## src/rtl/kmeans_k2n2_centroid_update_if.sv

```systemverilog
// Bus between the k2n2 accumulator (master) and the centroid update stage (slave).
interface kmeans_k2n2_centroid_update_if #(
    parameter int unsigned data_width = 16,
    parameter int unsigned sum_width  = 24,
    parameter int unsigned cnt_width  = 9
);
    logic                  start;
    logic [sum_width-1:0]  sum0_d0;
    logic [sum_width-1:0]  sum0_d1;
    logic [sum_width-1:0]  sum1_d0;
    logic [sum_width-1:0]  sum1_d1;
    logic [cnt_width-1:0]  cnt0;
    logic [cnt_width-1:0]  cnt1;
    logic [data_width-1:0] k0_0;
    logic [data_width-1:0] k0_1;
    logic [data_width-1:0] k1_0;
    logic [data_width-1:0] k1_1;
    logic [data_width-1:0] k0_0_n;
    logic [data_width-1:0] k0_1_n;
    logic [data_width-1:0] k1_0_n;
    logic [data_width-1:0] k1_1_n;
    logic                  up_centroids;
    logic                  converged;
    logic                  busy;
    logic [15:0]           iter_count;

    modport master (
        output start, sum0_d0, sum0_d1, sum1_d0, sum1_d1, cnt0, cnt1,
               k0_0, k0_1, k1_0, k1_1,
        input  k0_0_n, k0_1_n, k1_0_n, k1_1_n, up_centroids, converged,
               busy, iter_count
    );

    modport slave (
        input  start, sum0_d0, sum0_d1, sum1_d0, sum1_d1, cnt0, cnt1,
               k0_0, k0_1, k1_0, k1_1,
        output k0_0_n, k0_1_n, k1_0_n, k1_1_n, up_centroids, converged,
               busy, iter_count
    );
endinterface

```

## src/rtl/kmeans_k2n2_centroid_update.sv

```systemverilog
// k2n2 k-means centroid update: snapshots per-cluster sums/counts, divides each
// sum by its count with one shared serial restoring divider, flags convergence.
module kmeans_k2n2_centroid_update #(
    parameter int unsigned data_width = 16,
    parameter int unsigned sum_width  = 24,
    parameter int unsigned cnt_width  = 9,
    parameter int unsigned conv_thr   = 0
) (
    input  logic clk,
    input  logic rst,
    kmeans_k2n2_centroid_update_if.slave bus
);

    localparam int unsigned rem_width = cnt_width + 1;
    localparam int unsigned bit_width = $clog2(sum_width);

    typedef enum logic [2:0] {
        IDLE = 3'd0,
        LOAD = 3'd1,
        DIV  = 3'd2,
        WR   = 3'd3,
        CMP  = 3'd4,
        UPD  = 3'd5
    } state_t;

    state_t state_q;
    state_t state_d;

    // Snapshot of the accumulator results and the centroids they are compared to
    logic [sum_width-1:0]  snap_sum_q [4];
    logic [cnt_width-1:0]  snap_cnt0_q;
    logic [cnt_width-1:0]  snap_cnt1_q;
    logic [data_width-1:0] old_q      [4];

    // Divider state; dvd_q shifts the dividend out and the quotient in
    logic [sum_width-1:0]  dvd_q;
    logic [rem_width-1:0]  rem_q;
    logic [rem_width-1:0]  dsr_q;
    logic [bit_width-1:0]  bit_q;
    logic [1:0]            idx_q;

    // Registered outputs
    logic [data_width-1:0] kn_q [4];
    logic                  up_q;
    logic                  conv_q;
    logic                  busy_q;
    logic [15:0]           iter_q;

    // Control decodes
    logic snap_c;
    logic load_c;
    logic div_c;
    logic wr_c;
    logic cmp_c;

    // Datapath combinational values
    logic [sum_width-1:0]  sel_sum_c;
    logic [cnt_width-1:0]  sel_cnt_c;
    logic [rem_width-1:0]  shift_c;
    logic                  ge_c;
    logic [rem_width-1:0]  rem_step_c;
    logic [data_width-1:0] result_c;
    logic [data_width-1:0] diff_c;
    logic                  conv_c;

    // State register
    always_ff @(posedge clk) begin
        if (rst) begin
            state_q <= IDLE;
        end else begin
            state_q <= state_d;
        end
    end

    // Next-state logic; start outside IDLE is dropped
    always_comb begin
        state_d = state_q;
        case (state_q)
            IDLE:    if (bus.start) state_d = LOAD;
            LOAD:    state_d = DIV;
            DIV:     if (bit_q == '0) state_d = WR;
            WR:      state_d = (idx_q == 2'd3) ? CMP : LOAD;
            CMP:     state_d = UPD;
            UPD:     state_d = IDLE;
            default: state_d = IDLE;
        endcase
    end

    // Output/control decode from the current state
    always_comb begin
        snap_c = 1'b0;
        load_c = 1'b0;
        div_c  = 1'b0;
        wr_c   = 1'b0;
        cmp_c  = 1'b0;
        case (state_q)
            IDLE:    snap_c = bus.start;
            LOAD:    load_c = 1'b1;
            DIV:     div_c  = 1'b1;
            WR:      wr_c   = 1'b1;
            CMP:     cmp_c  = 1'b1;
            default: ;
        endcase
    end

    // Operand select, one restoring step, result saturation/empty-cluster fallback
    always_comb begin
        sel_sum_c  = snap_sum_q[idx_q];
        sel_cnt_c  = idx_q[1] ? snap_cnt1_q : snap_cnt0_q;
        shift_c    = rem_width'({rem_q, dvd_q[sum_width-1]});
        ge_c       = (shift_c >= dsr_q);
        rem_step_c = ge_c ? (shift_c - dsr_q) : shift_c;
        if (sel_cnt_c == '0) begin
            result_c = old_q[idx_q];
        end else if (|dvd_q[sum_width-1:data_width]) begin
            result_c = '1;
        end else begin
            result_c = dvd_q[data_width-1:0];
        end
    end

    // Convergence: every coordinate moved by at most conv_thr
    always_comb begin
        conv_c = 1'b1;
        diff_c = '0;
        for (int j = 0; j < 4; j++) begin
            diff_c = (kn_q[j] >= old_q[j]) ? (kn_q[j] - old_q[j]) : (old_q[j] - kn_q[j]);
            if (diff_c > data_width'(conv_thr)) conv_c = 1'b0;
        end
    end

    // Snapshot, divider and output registers
    always_ff @(posedge clk) begin
        if (rst) begin
            for (int j = 0; j < 4; j++) begin
                snap_sum_q[j] <= '0;
                old_q[j]      <= '0;
                kn_q[j]       <= '0;
            end
            snap_cnt0_q <= '0;
            snap_cnt1_q <= '0;
            dvd_q       <= '0;
            rem_q       <= '0;
            dsr_q       <= '0;
            bit_q       <= '0;
            idx_q       <= '0;
            up_q        <= 1'b0;
            conv_q      <= 1'b0;
            busy_q      <= 1'b0;
            iter_q      <= '0;
        end else begin
            busy_q <= (state_d != IDLE);
            up_q   <= cmp_c;
            if (snap_c) begin
                snap_sum_q[0] <= bus.sum0_d0;
                snap_sum_q[1] <= bus.sum0_d1;
                snap_sum_q[2] <= bus.sum1_d0;
                snap_sum_q[3] <= bus.sum1_d1;
                snap_cnt0_q   <= bus.cnt0;
                snap_cnt1_q   <= bus.cnt1;
                old_q[0]      <= bus.k0_0;
                old_q[1]      <= bus.k0_1;
                old_q[2]      <= bus.k1_0;
                old_q[3]      <= bus.k1_1;
                idx_q         <= '0;
            end
            if (load_c) begin
                dvd_q <= sel_sum_c;
                dsr_q <= rem_width'(sel_cnt_c);
                rem_q <= '0;
                bit_q <= bit_width'(sum_width - 1);
            end
            if (div_c) begin
                rem_q <= rem_step_c;
                dvd_q <= {dvd_q[sum_width-2:0], ge_c};
                bit_q <= bit_q - bit_width'(1);
            end
            if (wr_c) begin
                kn_q[idx_q] <= result_c;
                idx_q       <= idx_q + 2'd1;
            end
            if (cmp_c) begin
                conv_q <= conv_c;
                iter_q <= iter_q + 16'd1;
            end
        end
    end

    assign bus.k0_0_n       = kn_q[0];
    assign bus.k0_1_n       = kn_q[1];
    assign bus.k1_0_n       = kn_q[2];
    assign bus.k1_1_n       = kn_q[3];
    assign bus.up_centroids = up_q;
    assign bus.converged    = conv_q;
    assign bus.busy         = busy_q;
    assign bus.iter_count   = iter_q;

endmodule

```

## src/flat_wrapper.sv

```systemverilog
// flat-port wrapper written by rule: the top's interface ports become plain ports
module kmeans_k2n2_centroid_update_flat 
#(
    parameter int unsigned data_width = 16,
    parameter int unsigned sum_width  = 24,
    parameter int unsigned cnt_width  = 9,
    parameter int unsigned conv_thr   = 0
)
  (clk, rst, bus_start, bus_sum0_d0, bus_sum0_d1, bus_sum1_d0, bus_sum1_d1, bus_cnt0, bus_cnt1, bus_k0_0, bus_k0_1, bus_k1_0, bus_k1_1, bus_k0_0_n, bus_k0_1_n, bus_k1_0_n, bus_k1_1_n, bus_up_centroids, bus_converged, bus_busy, bus_iter_count);
  kmeans_k2n2_centroid_update_if #(.data_width(data_width), .sum_width(sum_width), .cnt_width(cnt_width)) bus_i ();
  input  logic clk;
  input  logic rst;
  input wire logic [$bits(bus_i.start)-1:0] bus_start;
  input wire logic [$bits(bus_i.sum0_d0)-1:0] bus_sum0_d0;
  input wire logic [$bits(bus_i.sum0_d1)-1:0] bus_sum0_d1;
  input wire logic [$bits(bus_i.sum1_d0)-1:0] bus_sum1_d0;
  input wire logic [$bits(bus_i.sum1_d1)-1:0] bus_sum1_d1;
  input wire logic [$bits(bus_i.cnt0)-1:0] bus_cnt0;
  input wire logic [$bits(bus_i.cnt1)-1:0] bus_cnt1;
  input wire logic [$bits(bus_i.k0_0)-1:0] bus_k0_0;
  input wire logic [$bits(bus_i.k0_1)-1:0] bus_k0_1;
  input wire logic [$bits(bus_i.k1_0)-1:0] bus_k1_0;
  input wire logic [$bits(bus_i.k1_1)-1:0] bus_k1_1;
  output wire logic [$bits(bus_i.k0_0_n)-1:0] bus_k0_0_n;
  output wire logic [$bits(bus_i.k0_1_n)-1:0] bus_k0_1_n;
  output wire logic [$bits(bus_i.k1_0_n)-1:0] bus_k1_0_n;
  output wire logic [$bits(bus_i.k1_1_n)-1:0] bus_k1_1_n;
  output wire logic [$bits(bus_i.up_centroids)-1:0] bus_up_centroids;
  output wire logic [$bits(bus_i.converged)-1:0] bus_converged;
  output wire logic [$bits(bus_i.busy)-1:0] bus_busy;
  output wire logic [$bits(bus_i.iter_count)-1:0] bus_iter_count;
  assign bus_i.start = bus_start;
  assign bus_i.sum0_d0 = bus_sum0_d0;
  assign bus_i.sum0_d1 = bus_sum0_d1;
  assign bus_i.sum1_d0 = bus_sum1_d0;
  assign bus_i.sum1_d1 = bus_sum1_d1;
  assign bus_i.cnt0 = bus_cnt0;
  assign bus_i.cnt1 = bus_cnt1;
  assign bus_i.k0_0 = bus_k0_0;
  assign bus_i.k0_1 = bus_k0_1;
  assign bus_i.k1_0 = bus_k1_0;
  assign bus_i.k1_1 = bus_k1_1;
  assign bus_k0_0_n = bus_i.k0_0_n;
  assign bus_k0_1_n = bus_i.k0_1_n;
  assign bus_k1_0_n = bus_i.k1_0_n;
  assign bus_k1_1_n = bus_i.k1_1_n;
  assign bus_up_centroids = bus_i.up_centroids;
  assign bus_converged = bus_i.converged;
  assign bus_busy = bus_i.busy;
  assign bus_iter_count = bus_i.iter_count;
  kmeans_k2n2_centroid_update #(.data_width(data_width), .sum_width(sum_width), .cnt_width(cnt_width), .conv_thr(conv_thr)) u_core (.clk(clk), .rst(rst), .bus(bus_i));
endmodule
```

## config.mk

```make
export PLATFORM = sky130hd
export DESIGN_NAME = kmeans_k2n2_centroid_update_flat
export DESIGN_NICKNAME = d
export VERILOG_FILES = /design/src/rtl/kmeans_k2n2_centroid_update_if.sv /design/src/rtl/kmeans_k2n2_centroid_update.sv /design/src/flat_wrapper.sv
export SDC_FILE = /design/constraint.sdc
export NUM_CORES = 1
export LEC_CHECK = 0
export CAP_MARGIN = 25
export CORE_UTILIZATION = 25
export DETAILED_ROUTE_END_ITERATION = 6
export SLEW_MARGIN = 10
export SYNTH_ARGS = -nofsm -noshare
export SYNTH_HDL_FRONTEND = slang
export SYNTH_SLANG_ARGS = --single-unit
```

## constraint.sdc

```tcl
create_clock -name clk -period 5.6 [get_ports clk]
set_clock_uncertainty 0.05 [all_clocks]
set_input_delay 0.56 -clock clk [delete_from_list [all_inputs] [get_ports clk]]
set_output_delay 0.56 -clock clk [all_outputs]
set_load 0.1 [all_outputs]
```

==> impl_metrics.tcl, run 1 <==
# implementation run metrics
set metrics [dict create \
    outcome "completed" \
    tap_cells 1040 \
    core_area_um2 77700 \
    tightest_slew_ns 1.13 \
    setup_violations 0 \
    row_count 102 \
    fin_tns_setup_ns 0 \
    ys_area_um2 19700 \
    reg2reg_to "u_core.bus.converged" \
    rr_worst_depth 11 \
    intPower_w 0.00518 \
    grt_first_pass_wirelength_um 98500 \
    grt.busiest_layer "met2" \
    cts_resized 0 \
    first_iter_violations 1351 \
    whs_path_depth 2 \
    ys_seq_share 0.433 \
    cp_top_family "AND-OR/OR-AND gates" \
    ys.warnings.count 0 \
    fp_nets 2263 \
    async_reset_ff_frac 0 \
    ant_nets 0 \
    slew_viol_final 0 \
    p_seq_frac 0.377 \
    nFillCells 7962 \
    ys_cells 1945 \
    min_to "u_core.bit_q[3]" \
    cts_buffers 39 \
    num-nonclk-inverters 167 \
    clock_cell_area_share 0.0491 \
    comb_share 0.407 \
    power_switching_w 0.00280 \
    cts_setup_buffers 0 \
    warnings 86 \
    finalCritPeriodShare 0.737 \
    maxCapViolations 0 \
    grt_usage 0.163 \
    seq_area_um2 8550 \
    clkPwrFrac 0.307 \
    flop-count 315 \
    crit_type "reg2reg" \
    logic_area_um2 10200 \
    grt_setup_unrepaired "no" \
    gp_congestion 0.994 \
    antenna_found_initial 9 \
    period_needed_ns 4.13 \
    edf_count 224 \
    fp_util 0.254 \
    max_stage_delay_ns 0.69 \
    powerDensity_nw_per_um2 320 \
    cp_cell_sequence "ha_1 -> nand2_1 -> a211oi_1 -> o2111ai_1 -> a31oi_1 -> a211o_1 -> xor2_1 -> o32a_1 -> a2111oi_2 -> nand4_1 -> o21ai_1" \
    dp_hpwl_um 52700 \
    ir_drop_mv 0.210 \
    ios 264 \
    dieArea_um2 80000 \
    cp.arrival_ns 4.57 \
    sh_seq_area 0.342 \
    wl_per_cell_um 20.7 \
    drive_gt1_frac 0.0822 \
    max_freq_ghz 0.242 \
    bufAreaShareNonClock 0.124 \
    nNetsFinal 2492 \
    vias_per_cell 4.89 \
    crit_buf_inv 0 \
    met3_usage 0.0434 \
    slew_headroom 0.242 \
    leakagePower_nw 9.44 \
    hold_viol 0 \
    powerSeq_w 0.00301 \
    power_leader "sequential cells" \
    synth.cell_area_um2 19700 \
    postCtsHoldBufs 0 \
    synth_cells 1945 \
    combPwrFrac 0.316 \
    dominant-cell-class "logic gates" \
    clk_pin_slew_worst_paths_ns 0.06 \
    p_sw_frac 0.351 \
    diodes 2 \
    vias 15900 \
    pg_clk_w 0.00245 \
    yosysUniqueCellTypes 88 \
    numPortBuffers 263 \
    synth_area_per_cell_um2 10.1 \
    crit_required_ns 6.04 \
    r2r_start "u_core.old_q[2][4]" \
    die_w_um 283 \
    ys_ff 315 \
    dr.pass1.iters 5 \
    cts_root_buf "clkbuf_16" \
    grt_max_degree 100 \
    flop_cell "edfxtp_1" \
    crit_slowest_cell "a211oi_1" \
    cts_tree "built" \
    clock-sinks 315 \
    hp-class "reg2reg" \
    clock_buffers 51 \
    drcViolationCount 0 \
    clock_latency_ns 0.58 \
    hp-start "u_core.bit_q[3]" \
    ff2ff_setup_slack_ns 1.47 \
    h-tree-depth 2 \
    crit_path_start_kind "flop" \
    worst-path-max-fanout 9 \
    fin_util 0.321 \
    met2_usage 0.256 \
    die_y_um 283 \
    clk_path_buf_depth 3 \
    cp-end-kind "flop" \
    powerComb_w 0.00252 \
    grt_pass1_vias 15200 \
    grt.overflow.total 0 \
    logic_gates 1359 \
]
==> run 1: layer usage <==
layer  vias to the layer above  share of wire
met5                         -         0.0011
met4                        12          0.033
met3                       119          0.083
met2                       591           0.45
met1                      7605           0.43
li1                       7538              -
==> run 1: cells in the final DEF, fill, tap and decap left out, types with 26 or more instances in the layout <==
cell | netlist | final
dfxtp_1 | 91 | 89
inv_1 | 167 | 166
nand3_1 | 34 | 34
a21oi_1 | 112 | 112
nand4_1 | 27 | 27
a22oi_1 | 27 | 27
mux4_2 | 40 | 40
xor2_1 | 33 | 33
xnor2_1 | 37 | 37
ha_1 | 136 | 136
nor2_1 | 90 | 88
clkdlybuf4s50_1 | 0 | 262
nand2_1 | 108 | 108
and2_1 | 219 | 219
nor3_1 | 30 | 28
clkbuf_16 | 0 | 39
edfxtp_1 | 224 | 224
nor2b_1 | 26 | 26
o21ai_0 | 62 | 62
a211oi_1 | 32 | 32
==> run 1: registers in the layout (all words and copies together), names as in the netlist, 2 cells and up, named ones only <==
register and flops:
u_core.dsr_q 9, u_core.kn_q 64, u_core.snap_cnt0_q 9, u_core.bit_q 5
u_core.rem_q 9, u_core.snap_sum_q 96, u_core.bus.iter_count 16, u_core.old_q 64
u_core.dvd_q 24, u_core.idx_q 2, u_core.snap_cnt1_q 9, u_core.state_q 3
==> run 1: how the worst max path moves through the flow <==
stage                     slack, ns                from              endpoint  depth (start not counted)
final                          1.47  u_core.old_q[2][4]  u_core.bus.converged                         11
after global routing           1.20  u_core.old_q[2][4]  u_core.bus.converged                         11
after CTS                      1.47  u_core.old_q[2][4]  u_core.bus.converged                         11
after detailed placement       1.54  u_core.old_q[2][4]  u_core.bus.converged                         11
after global placement         1.55  u_core.old_q[2][4]  u_core.bus.converged                         11
after floorplan                0.83                 rst    u_core.old_q[0][0]                          4
==> run 1: logic make-up after synthesis <==
logic type                 count (synthesis)  share of synthesized area
muxes                                     59                     0.0554
AOI/OAI and AO/OA                        455                      0.162
xor gates and xnor gates                  70                     0.0311
adders and majority gates                137                     0.0873
and+or+nand+nor                          638                      0.177
DFF                                      315                      0.433
buffers and inverters                    271                     0.0533
==> run 1: synth_stat cells (19+ instances only) <==
cell	n	area, um^2
edfxtp_1	224	6730
and2_1	219	1370
inv_1	167	627
ha_1	136	1700
a21oi_1	112	561
nand2_1	108	405
dfxtp_1	91	1820
nor2_1	90	338
clkbuf_1	81	304
o21ai_0	62	310
mux4_2	40	901
xnor2_1	37	324
nand3_1	34	170
xor2_1	33	289
a211oi_1	32	240
nor3_1	30	150
a22oi_1	27	203
nand4_1	27	169
nor2b_1	26	163
o211ai_1	21	158
a22o_1	19	166
nand2b_1	19	119
==> run 1: through the flow <==
stage / area [um^2] / setup WS [ns] / hold slack [ns] / std cells / power, W
after floorplan: 19700 / 0.828 / 0.394 / 1945 / 0.00476
after global placement: 23400 / 1.55 / 0.405 / 3160 / 0.00553
after detailed placement: 23700 / 1.54 / 0.414 / 3172 / 0.00555
after CTS: 25000 / 1.47 / 0.426 / 3242 / 0.00803
after global routing: 25000 / 1.20 / 0.443 / 3243 / 0.00837
final: 25000 / 1.47 / 0.426 / 3245 / 0.00798
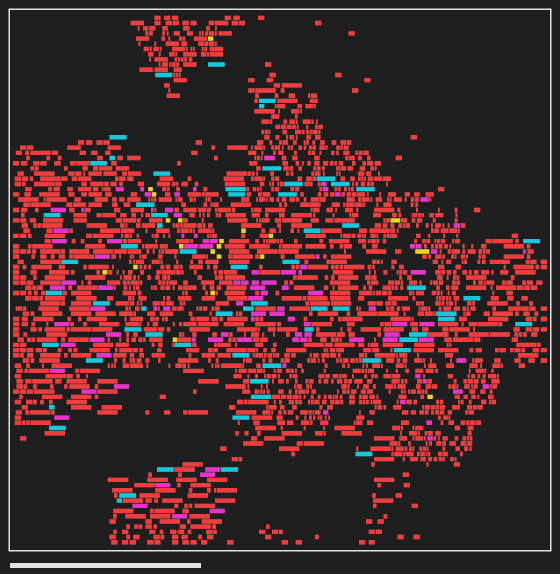
run_1/sizes.png
Bar = 100 um.
_6 and larger: in cyan, cells 63, share 2.9%. _0 and _1 cells: in red, cells 2,022, share 92%. _2 cells: in magenta, cells 98, share 4.4%. _3 and _4 cells: in yellow, cells 20, share 0.91%.
area delta synth->final: 26.7%
bufs w/o clock: 292

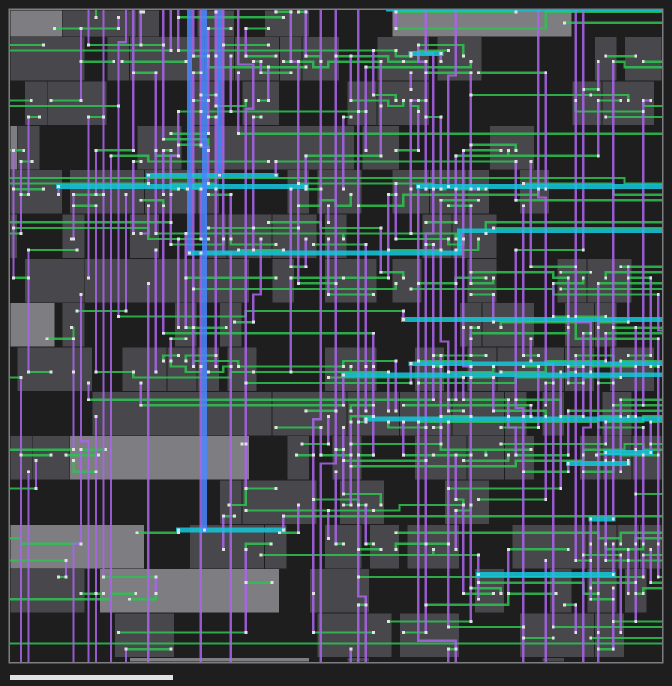
run_1/detail.png
Bar = 10 um. Window x 121 to 161, y 65 to 105 um. Cells in grey, sequential cells in the stronger grey; small squares are vias.
metal 4: in blue. metal 1: in green. metal 2: in purple. metal 3: in cyan.
Netlist names of flops here include u_core.kn_q (2), u_core.old_q (2). 114 logic cells have their middle in the window. Most frequent: inv_1 (11), a21oi_1 (11), ha_1 (11). Sequential cells in the window: 4.

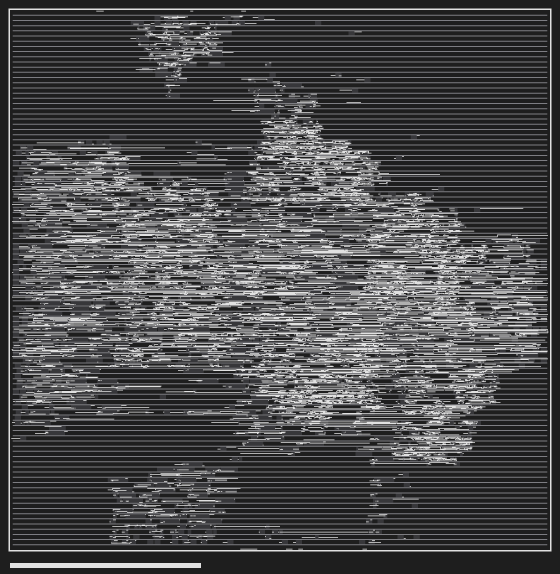
run_1/layer_met1.png
Bar = 100 um. Supply wires on this layer in grey. Cells faint in the background.
The wires run mostly horizontal. The layer carries 29.1 mm of wire.
met1 Usage GRT: 0.216
final WL: 67,200 um

run_1/congestion.png
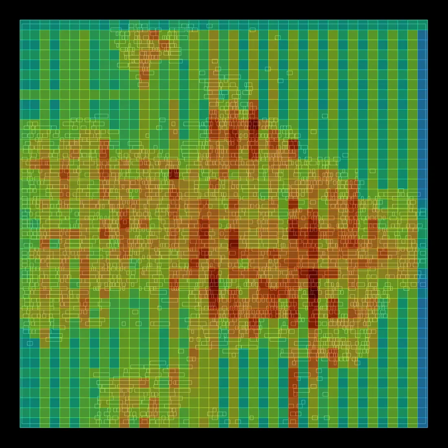

## Run 2: what changed since run 1
==> constraint.sdc (replaced) <==
create_clock -name clk -period 3.6 [get_ports clk]
set_clock_uncertainty 0.05 [all_clocks]
set_input_delay 0.36 -clock clk [delete_from_list [all_inputs] [get_ports clk]]
set_output_delay 0.36 -clock clk [all_outputs]
set_load 0.1 [all_outputs]
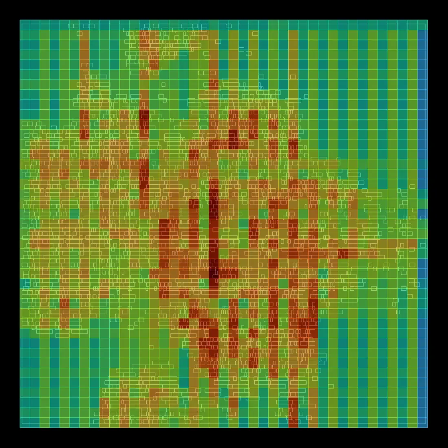
run_2/congestion.png
post-layout util: 0.326
met3 usage: 0.0504

==> impl_metrics.tcl, run 2 <==
# implementation run metrics
set metrics [dict create \
    cp.arrival_ns 3.88 \
    hp-class "in2reg" \
    dp_hpwl_um 54100 \
    first_iter_violations 1468 \
    antenna_found_initial 17 \
    max_stage_delay_ns 0.45 \
    gp_congestion 0.948 \
    cts_buffers 39 \
    synth_xor_xnor_area_share 0.0311 \
    lay_top_count "clkdlybuf4s50_1" \
    dieArea_um2 80000 \
    critical_path_cell_count 11 \
    cts_resized 0 \
    clock_latency_ns 0.59 \
    ir_drop_mv 0.394 \
    grt.overflow.total 0 \
    clk_path_buf_depth 3 \
    grt_usage 0.167 \
    ios 264 \
    cp_cell_sequence "ha_1 -> and2_1 -> and3_1 -> o21ai_2 -> a21oi_4 -> a21oi_1 -> o31ai_1 -> a221oi_1 -> xor2_1 -> nand3_1 -> o21ai_1" \
    clk_pin_slew_worst_paths_ns 0.07 \
    fp_nets 2263 \
    cts_tree "built" \
    edf_count 224 \
    drive_gt1_frac 0.118 \
    yosysUniqueCellTypes 88 \
    clkPwrFrac 0.313 \
    ys_top_logic_family "simple AND/OR/NAND/NOR gates" \
    hold_viol 0 \
    period_needed_ns 3.39 \
    hold_slack_ns 0.120 \
    numPortBuffers 263 \
    p_sw_frac 0.351 \
    total_power_w 0.0128 \
    die_w_um 283 \
    top_cell "edfxtp_1" \
    crit_buf_inv 0 \
    drt_wl_total_um 68600 \
    finalCritPeriodShare 0.942 \
    layout.cells.non_filler 3306 \
    crit_slowest_cell "edfxtp_1" \
    cp_top_family "AND-OR/OR-AND gates" \
    netlist_top_cells_count "edfxtp_1, and2_1, inv_1" \
    setup_violations 0 \
    clock-sinks 315 \
    outcome "completed" \
    fp_util 0.254 \
    drcViolationCount 0 \
    cp-end-kind "flop" \
    slew_viol_final 0 \
    grt_first_pass_wirelength_um 101000 \
    core_area_um2 77700 \
    synth_cells 1945 \
    row_count 102 \
    synth.cell_area_um2 19700 \
    top_area_cell "edfxtp_1" \
    vias_per_cell 4.82 \
    ys_area_um2 19700 \
    intPower_w 0.00830 \
    synthSimpleGateAreaFrac 0.177 \
    crit_path_start_kind "flop" \
    slew_headroom 0.271 \
    rr_worst_depth 11 \
    grt_max_degree 97 \
]
==> run 2: cell counts after synthesis <==
Identical to the previous run, type by type.
==> run 2: kinds of logic after synthesis <==
kind of cell | after synthesis
muxes | 59
DFF | 315
adders and majority gates | 137
xor gates and xnor gates | 70
AOI/OAI and AO/OA | 455
buffers and inverters | 271
and+or+nand+nor | 638
==> run 2: through the flow <==
step	cell area, um^2	setup slack [ns]	TNS, ns
after floorplan	19800	-0.148	-23.73
final	25300	0.208	0
after global placement	23900	0.124	0
after CTS	25300	0.130	0
after global routing	25300	0.000710	0
after detailed placement	24000	0.151	0
==> run 2: layout make-up <==
cell class / count / area, um^2 / share of cell area
multi-input combinational: 1359 / 10200 / 0.403
clock buffer: 53 / 1110 / 0.0438
inverter: 167 / 631 / 0.0249
timing repair buffer: 349 / 3310 / 0.131
clock inverter: 19 / 195 / 0.00771
tap: 1040 / 1300 / 0.0514
sequential: 315 / 8550 / 0.338
antenna: 4 / 10.0 / 0.000395
==> run 2: path summary, 6_finish.rpt <==
kind / start / end / slack, ns
worst min register to register: u_core.bit_q[3] / u_core.bit_q[3] / 0.41
worst max-delay path: u_core.old_q[3][3] / u_core.bus.converged / 0.21
worst max register to register: u_core.old_q[3][3] / u_core.bus.converged / 0.21
worst min-delay path: rst / u_core.bus.up_centroids / 0.12
==> run 2: metal layers <==
layer	part of all wire	up-vias	wire [um]	track usage
met1	0.44	7577	30000	0.218
li1	-	7648	-	-
met4	0.027	20	1860	0.0463
met5	0.0020	-	139	0
met2	0.45	572	30900	0.265
met3	0.083	105	5720	0.0504
==> run 2: power groups by stage <==
stage | clock network (W) | logic, W | registers (W)
2_1_floorplan | 0 | 0.00261 | 0.00480
3_3_place_gp | 0 | 0.00412 | 0.00470
3_5_place_dp | 0 | 0.00409 | 0.00471
4_1_cts | 0.00411 | 0.00412 | 0.00464
5_1_grt | 0.00425 | 0.00455 | 0.00467
6_report | 0.00400 | 0.00415 | 0.00464
run_2/layer_met1.png
Bar = 100 um. Supply wires on this layer in grey. Cells faint in the background.
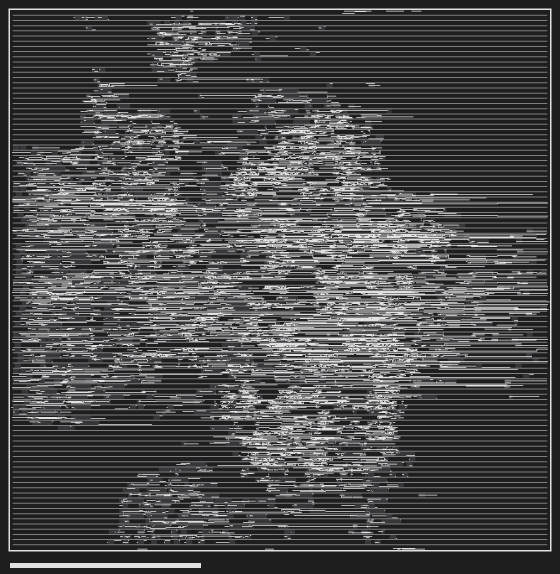

## Run 3: what changed since run 2
==> constraint.sdc (replaced) <==
create_clock -name clk -period 3.9 [get_ports clk]
set_clock_uncertainty 0.05 [all_clocks]
set_input_delay 0.39 -clock clk [delete_from_list [all_inputs] [get_ports clk]]
set_output_delay 0.39 -clock clk [all_outputs]
set_load 0.1 [all_outputs]
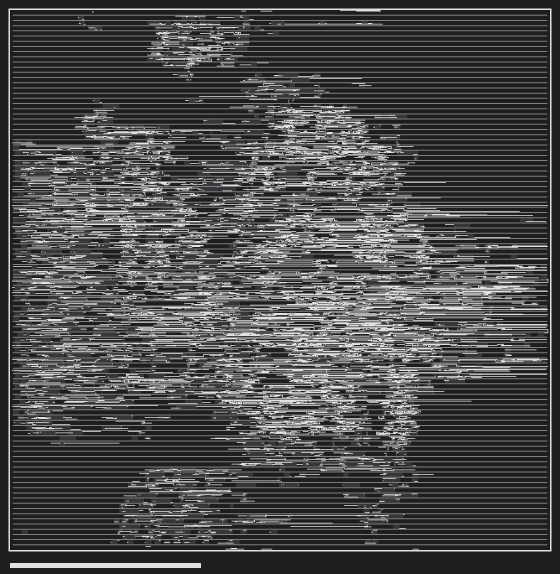
run_3/layer_met1.png
Bar = 100 um. Supply wires on this layer in grey. Cells faint in the background.
The layer holds 44% of the routed length. 2,293 nets have wire on it.

==> impl_metrics.tcl, run 3 <==
# implementation run metrics
set metrics [dict create \
    clkPwrFrac 0.313 \
    async_reset_ff_frac 0 \
    clk_path_buf_depth 3 \
    h-tree-depth 2 \
    clk_pin_slew_worst_paths_ns 0.07 \
    wl_per_cell_um 20.8 \
    leakagePower_nw 9.60 \
    seq_area_um2 8550 \
    intPower_w 0.00757 \
    maxCapViolations 0 \
    synth.cell_area_um2 19700 \
    antenna_found_initial 16 \
    drcViolationCount 0 \
    outcome "completed" \
    crit_required_ns 4.36 \
    netlist_top_cells_count "edfxtp_1, and2_1, inv_1" \
    ant_nets 0 \
    flop_cell "edfxtp_1" \
    max_freq_ghz 0.271 \
    cp-end-kind "flop" \
    hold_viol 0 \
    cts_buffers 39 \
    placed_area_um2 23900 \
    synth_cells 1945 \
    drt_wl_total_um 68200 \
    core_area_um2 77700 \
    fp_nets 2263 \
    synth_top_area_share 0.341 \
    grt.overflow.total 0 \
    ys_area_um2 19700 \
    whs_path_depth 2 \
    yosysUniqueCellTypes 88 \
    top_area_cell "edfxtp_1" \
    synth_area_per_cell_um2 10.1 \
    cts_resized 0 \
    hold_slack_ns 0.0839 \
    ys_seq_share 0.433 \
    clock-sinks 315 \
    top_cell "edfxtp_1" \
    numPortBuffers 263 \
    combPwrFrac 0.319 \
    hp-class "in2reg" \
    fin_tns_setup_ns 0 \
    logic_area_um2 10200 \
    warnings 86 \
    die_y_um 283 \
    setup_violations 0 \
    clock_latency_ns 0.58 \
    powerDensity_nw_per_um2 464 \
    p_sw_frac 0.352 \
    worst-path-max-fanout 10 \
    grt_pass1_vias 15400 \
    min_to "u_core.bus.up_centroids" \
    fp_util 0.254 \
    nFillCells 7996 \
    period_needed_ns 3.69 \
    edf_count 224 \
    ir_drop_mv 0.322 \
    ff2ff_setup_slack_ns 0.21 \
    top_register "u_core.snap_sum_q" \
    slew_viol_final 0 \
    slew_headroom 0.243 \
    row_count 102 \
    vias 15800 \
    dr.pass1.iters 5 \
    syn_to_final_growth_pct 27.7 \
    power_switching_w 0.00411 \
    die_w_um 283 \
    r2r_start "u_core.old_q[3][11]" \
    drive_gt1_frac 0.101 \
    p_seq_frac 0.368 \
    reg2reg_to "u_core.bus.converged" \
    nNetsFinal 2523 \
    tightest_slew_ns 1.13 \
    fin_util 0.324 \
    postCtsHoldBufs 0 \
    lay_top_count "clkdlybuf4s50_1" \
    ys.warnings.count 0 \
    crit_path_start_kind "flop" \
    cts_root_buf "clkbuf_16" \
    vias_per_cell 4.83 \
    final_area_um2 25200 \
    gp_congestion 0.931 \
    grt_max_degree 58 \
    first_iter_violations 1203 \
    reg_top3 "u_core.snap_sum_q (96), u_core.kn_q (64), u_core.old_q (64)" \
    dieArea_um2 80000 \
    grt_usage 0.166 \
    rr_worst_depth 11 \
    dp_hpwl_um 53500 \
    hp-start "rst" \
    cp.arrival_ns 4.15 \
    most-common-layout-cells "clkdlybuf4s50_1, edfxtp_1, and2_1, inv_1, ha_1" \
    finalCritPeriodShare 0.945 \
    grt_setup_unrepaired "no" \
    crit_type "reg2reg" \
    cts_tree "built" \
    ys_cells 1945 \
    ys_ff 315 \
    ios 264 \
    yosys-top-cells-area "edfxtp_1, dfxtp_1, ha_1" \
    largest_register_ffs 96 \
]
==> run 3: worst max-delay path by stage <==
| stage | start | depth (start not counted) | slack (ns) | end |
|---|---|---|---|---|
| 6_report | u_core.old_q[3][11] | 11 | 0.21 | u_core.bus.converged |
| 5_1_grt | u_core.old_q[3][11] | 11 | 0.04 | u_core.bus.converged |
| 4_1_cts | u_core.old_q[2][6] | 11 | 0.30 | u_core.bus.converged |
| 3_5_place_dp | u_core.old_q[2][6] | 11 | 0.30 | u_core.bus.converged |
| 3_3_place_gp | u_core.kn_q[3][10] | 12 | 0.26 | u_core.bus.converged |
| 2_1_floorplan | u_core.state_q[1] | 7 | 0.03 | u_core.old_q[0][0] |
==> run 3: power groups by stage <==
stage                     Sequential (W)  Combinational (W)  Clock (W)
after floorplan                  0.00443            0.00240          0
after global placement           0.00436            0.00370          0
after detailed placement         0.00437            0.00370          0
after CTS                        0.00430            0.00372    0.00376
after global routing             0.00433            0.00408    0.00388
final                            0.00430            0.00373    0.00365
==> run 3: cell type report <==
| class | instances | share of cell area |
|---|---|---|
| multi-input cells | 1359 | 0.403 |
| flip-flops and latches | 315 | 0.339 |
| repair buffers | 323 | 0.130 |
| well taps | 1040 | 0.0516 |
| clock buffers | 43 | 0.0397 |
| inverters | 167 | 0.0250 |
| clock inverters | 29 | 0.0112 |
| diodes | 1 | 0.0000993 |
==> run 3: kinds of logic (layout without fill, tap and decap cells) <==
kind of cell,Yosys count,count (layout),share of synthesized area
xor gates and xnor gates,70,70,0.0311
buffers and inverters,271,562,0.0533
other,0,1,0
and+or+nand+nor,638,638,0.177
adders and majority gates,137,137,0.0873
AOI/OAI and AO/OA,455,455,0.162
DFF,315,315,0.433
muxes,59,59,0.0554
==> run 3: per-layer routing <==
layer  global-route usage  up-vias  part of all wire
met2                0.263      582              0.45
met5                    0        -            0.0023
met1                0.217     7506              0.44
met3               0.0453      119             0.085
li1                     -     7590                 -
met4               0.0543       26             0.031
==> run 3: metrics by stage <==
| stage | std cells | setup WS [ns] | total power, W |
|---|---|---|---|
| after floorplan | 1945 | 0.0349 | 0.00683 |
| after global placement | 3197 | 0.258 | 0.00806 |
| after detailed placement | 3204 | 0.302 | 0.00806 |
| after CTS | 3276 | 0.301 | 0.0118 |
| after global routing | 3276 | 0.0380 | 0.0123 |
| final | 3277 | 0.214 | 0.0117 |
==> run 3: critical path, cell delays in order, from the launching register on <==
cell and delay (ns):
edfxtp_1 0.49, ha_1 0.54, nand4_1 0.28, nor3_1 0.37, o21ai_2 0.21, a21oi_2 0.47
mux2i_1 0.28, xnor2_1 0.15, o311ai_0 0.20, nor4_1 0.32, nand4_1 0.15, o21ai_1 0.13
Power and IR drop assume default switching activity.
